==> config.mk <==
export PLATFORM = sky130hd
export DESIGN_NAME = spi_master_ctrl_flat
export DESIGN_NICKNAME = d
export VERILOG_FILES = /design/src/rtl/spi_master_ctrl_pkg.sv /design/src/rtl/spi_master_ctrl_if.sv /design/src/rtl/spi_master_ctrl_shifter.sv /design/src/rtl/spi_master_ctrl.sv /design/src/flat_wrapper.sv
export SDC_FILE = /design/constraint.sdc
export NUM_CORES = 1
export LEC_CHECK = 0
export ABC_AREA = 1
export CAP_MARGIN = 5
export CORE_MARGIN = 2
export CORE_UTILIZATION = 45
export CTS_CLUSTER_DIAMETER = 40
export DETAILED_ROUTE_END_ITERATION = 16
export PLACE_DENSITY = 0.66
export SLEW_MARGIN = 30
export SYNTH_ARGS = -nofsm -noshare
export SYNTH_HDL_FRONTEND = slang
export SYNTH_SLANG_ARGS = --single-unit
==> constraint.sdc <==
create_clock -name clk -period 3.8 [get_ports clk]
set_input_delay 0.57 -clock clk [delete_from_list [all_inputs] [get_ports clk]]
set_output_delay 0.57 -clock clk [all_outputs]
set_load 0.02 [all_outputs]
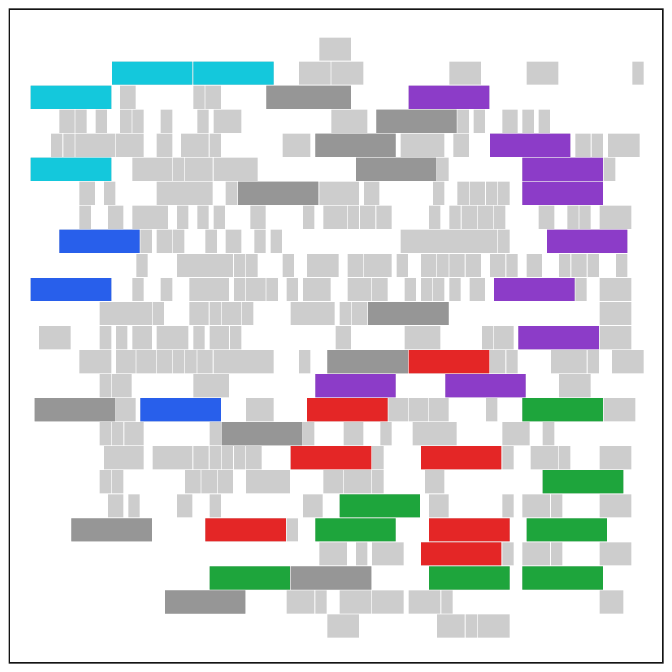
(images/registers.png)
Other sequential cells in the stronger grey, the rest of the logic in the fainter grey.
[red] u_core.u_shifter.rx_sr | sequential cells: 7
[cyan] u_core.gap_cnt | sequential cells: 4 | where: upper left
[purple] u_core.u_shifter.tx_sr | sequential cells: 9
[green] u_core.bus.rsp_data | sequential cells: 8
[blue] u_core.state | sequential cells: 3
not coloured: 12
Power Sequential: 729 uW
sequential fraction of total cell area: 41.53%
utilization of the core after routing: 54.91%

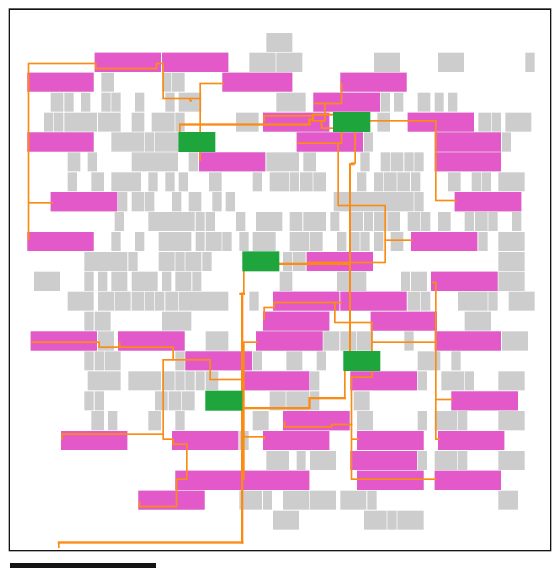
(images/clock_map.png)
The bar under the picture is 20 um long.
[orange] clock wires | length: 538 um
[magenta] flip-flops | count: 43
[green] cells driving clock nets | count: 5
routed clock nets: 6
share of power burned in the clock network: 17.5%
Post-Route Skew: 0.008754 ns
reported clock group power: 355 uW

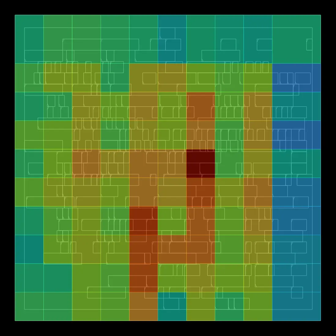
(images/final_congestion.png)
met3 routing resource usage after global routing: 4.527%
post-detailed-route wirelength per cell: 11.12 um
total routing resource utilization after global routing: 16.53%
met1 track demand over resource: 22.64%
layer with the highest usage after global routing: met2

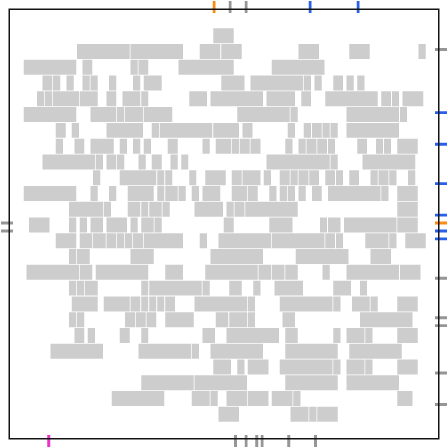
(images/pins.png)
Pins as bars across the die edge, other pins in grey.
[magenta] clk | pins: 1 | direction: input | edge: bottom
[blue] bus_cmd_data | pins: 8 | direction: input | edge: 6 right, 2 top
[orange] bus_cmd_op | pins: 2 | direction: input | edge: 1 right, 1 top
all pins by edge: 13 right, 7 bottom, 5 top, 2 left
Port-buffer cells: 25
floorplan die width: 73.80 um
die boundary height: 73.80 um

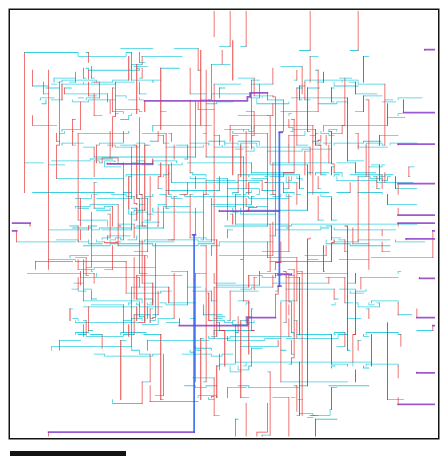
(images/metal_stack.png)
The bar under the picture is 20 um long.
[cyan] met1 | wire length: 1,870 um
[blue] met4 | wire length: 60.5 um
[red] met2 | wire length: 1,700 um
[purple] met3 | wire length: 142 um
final wirelength: 3771 um
Vias: 1,597

==> deck_impl_summary.md <==
Flow Results at a Glance

Status
  – Status: finished clean

Timing
  – Accumulated negative setup slack: 0 ns
  – Number of failing hold endpoints at the final stage: 0
  – Upper clock frequency limit: ~440 MHz
  – Least-Margin Pin Slew: approximately 0.59 ns
  – Ratio of final minimum period to clock period: 60.46%
  – Slew headroom: 60.85%
  – Setup-failing EPs final: 0
  – Final critical path time including I/O delays and setup: 2.297 ns
  – Unrepaired setup endpoints after global routing: no

Yosys
  – Post-synth top cells: 50 x nand2_1, 42 x dfrtp_1, 34 x inv_1
  – Largest cells by area: dfrtp_1 48%, nand2_1 8.6%, inv_1 5.8%
  – Post-synthesis instance total: 245
  – Cell total in the yosys stat output: 245
  – Area leader, netlist: dfrtp_1
  – Syn Std Cell Area: between 2000 and 2500 um2
  – Area leader share: 47.95%
  – FFs w/ async S/R, synth: 100.0%
  – Library cell with the highest instance count after synthesis: nand2_1
  – Part of the Yosys area used for sequential elements: 49.14%

Worst setup path
  – Worst EP arrival: 1.73 ns
  – Capturing element type of the critical path: output port
  – Reg2reg setup slack: 1.89 ns
  – Worst Path Max Fanout: 4
  – Depth of the worst register-to-register path: 7
  – Class of the most critical setup path: reg -> out

Finish
  – Post-synthesis to final-layout area growth: 18.32%
  – Max reg flops: 9
  – Filler cells: about 450
  – Antenna cells: 0
  – Layout net count: approximately 290
  – Layout cell share with drive strength beyond 1: 16.91%

Floorplanning
  – Boundary pin count: 27
  – Share of the core filled by cells before placement: 46.41%
  – Placeable core region: around 4700 um2
  – # rows: 25

Clock network
  – H-tree lvl count: 2
  – Clock Latency Late Sink: 0.30 ns
  – Clock net sink count: 43
  – Setup bufs post-CTS: 0
  – TritonCTS clock tree: yes
  – Maximum root-to-sink buffer count: 2
  – TritonCTS Buffers: 5
  – Quantity of hold-fixing buffers added after cts: 0

Route
  – Detail-routed via count per cell: 4.711
  – Iteration-0 DRC Markers: 90
  – Routed Antenna Nets: 0
  – DRC violations left: 0

Power
  – Power Dens Cells: roughly 780 nW/um2
  – Leakage power summed over all cells: 1.243 nW
  – Switching power summed over all nets: 821.9 uW
  – Int Power: 1.199 mW

Global routing
  – Wire length of the first global-routing pass: 6796 um
  – Number of global-route vias before repair: 1,480

Placement
  – Setup Slack @ Placement: 1.827 ns
  – Area post-placement: 2479 um2

Min path
  – Worst min-delay path class: in -> async
## worst max-delay path: stages (launching register included)
cell	delay, ns
dfrtp_1	0.44
inv_2	0.13
nand2_1	0.08
nor2_2	0.16
clkdlybuf4s50_1	0.64
## cells in the final DEF, fill, tap and decap left out, types with 2 or more instances in the layout
master           Yosys  final
nand2_1             50     50
dfrtp_1             42     42
inv_1               34     34
clkdlybuf4s50_1      0     24
nand3_1             17     17
nor2_1              13     13
a21oi_1             10     10
o21ai_2              9      9
o21ai_1              8      8
o22ai_1              7      7
inv_2                6      6
nand2_2              5      5
ha_1                 5      5
clkbuf_8             0      5
xor2_1               4      4
o21ai_0              4      4
mux2_2               3      3
nand3_2              2      2
nand3_4              2      2
or2_1                2      2
or2_2                2      2
## metrics by stage
step           cells  hold WS [ns]
2_1_floorplan    245        0.2744
3_3_place_gp     331        0.4656
3_5_place_dp     331        0.4682
4_1_cts          339        0.4442
5_1_grt          339        0.2878
6_report         339        0.2485
## layout make-up
class,count,area share (%)
sequential,43,41.53
multi-input combinational,156,35.55
timing repair buffer,25,9.551
inverter,40,5.789
tap,67,3.232
clock buffer,5,2.653
clock inverter,3,1.688
## power by group through the flow
stage               clock network [mW]  logic, mW  registers, mW
floorplan                            0      0.694          0.758
global placement                     0      0.933          0.736
detailed placement                   0      0.946          0.740
CTS                              0.363      0.953          0.731
global route                     0.386       1.08          0.753
finish                           0.355      0.937          0.729
## cells by family (layout without fill, tap and decap cells)
kind of cell	after synthesis	count (layout)	share of synthesized area, %
buffers and inverters	46	73	8.789
and+or+nand+nor	101	101	23.40
other	1	1	0.1711
DFF	43	43	49.14
xor gates and xnor gates	4	4	1.598
muxes	3	3	1.541
AOI/OAI and AO/OA	42	42	12.50
adders and majority gates	5	5	2.854
## routing by layer
layer / vias up / wire, um
met2: 28 / 1701
met1: 736 / 1867
met5: - / 0
li1: 828 / -
met4: 0 / 60
met3: 5 / 142
Power figures rest on the tool's default switching activity, not on a simulated workload.
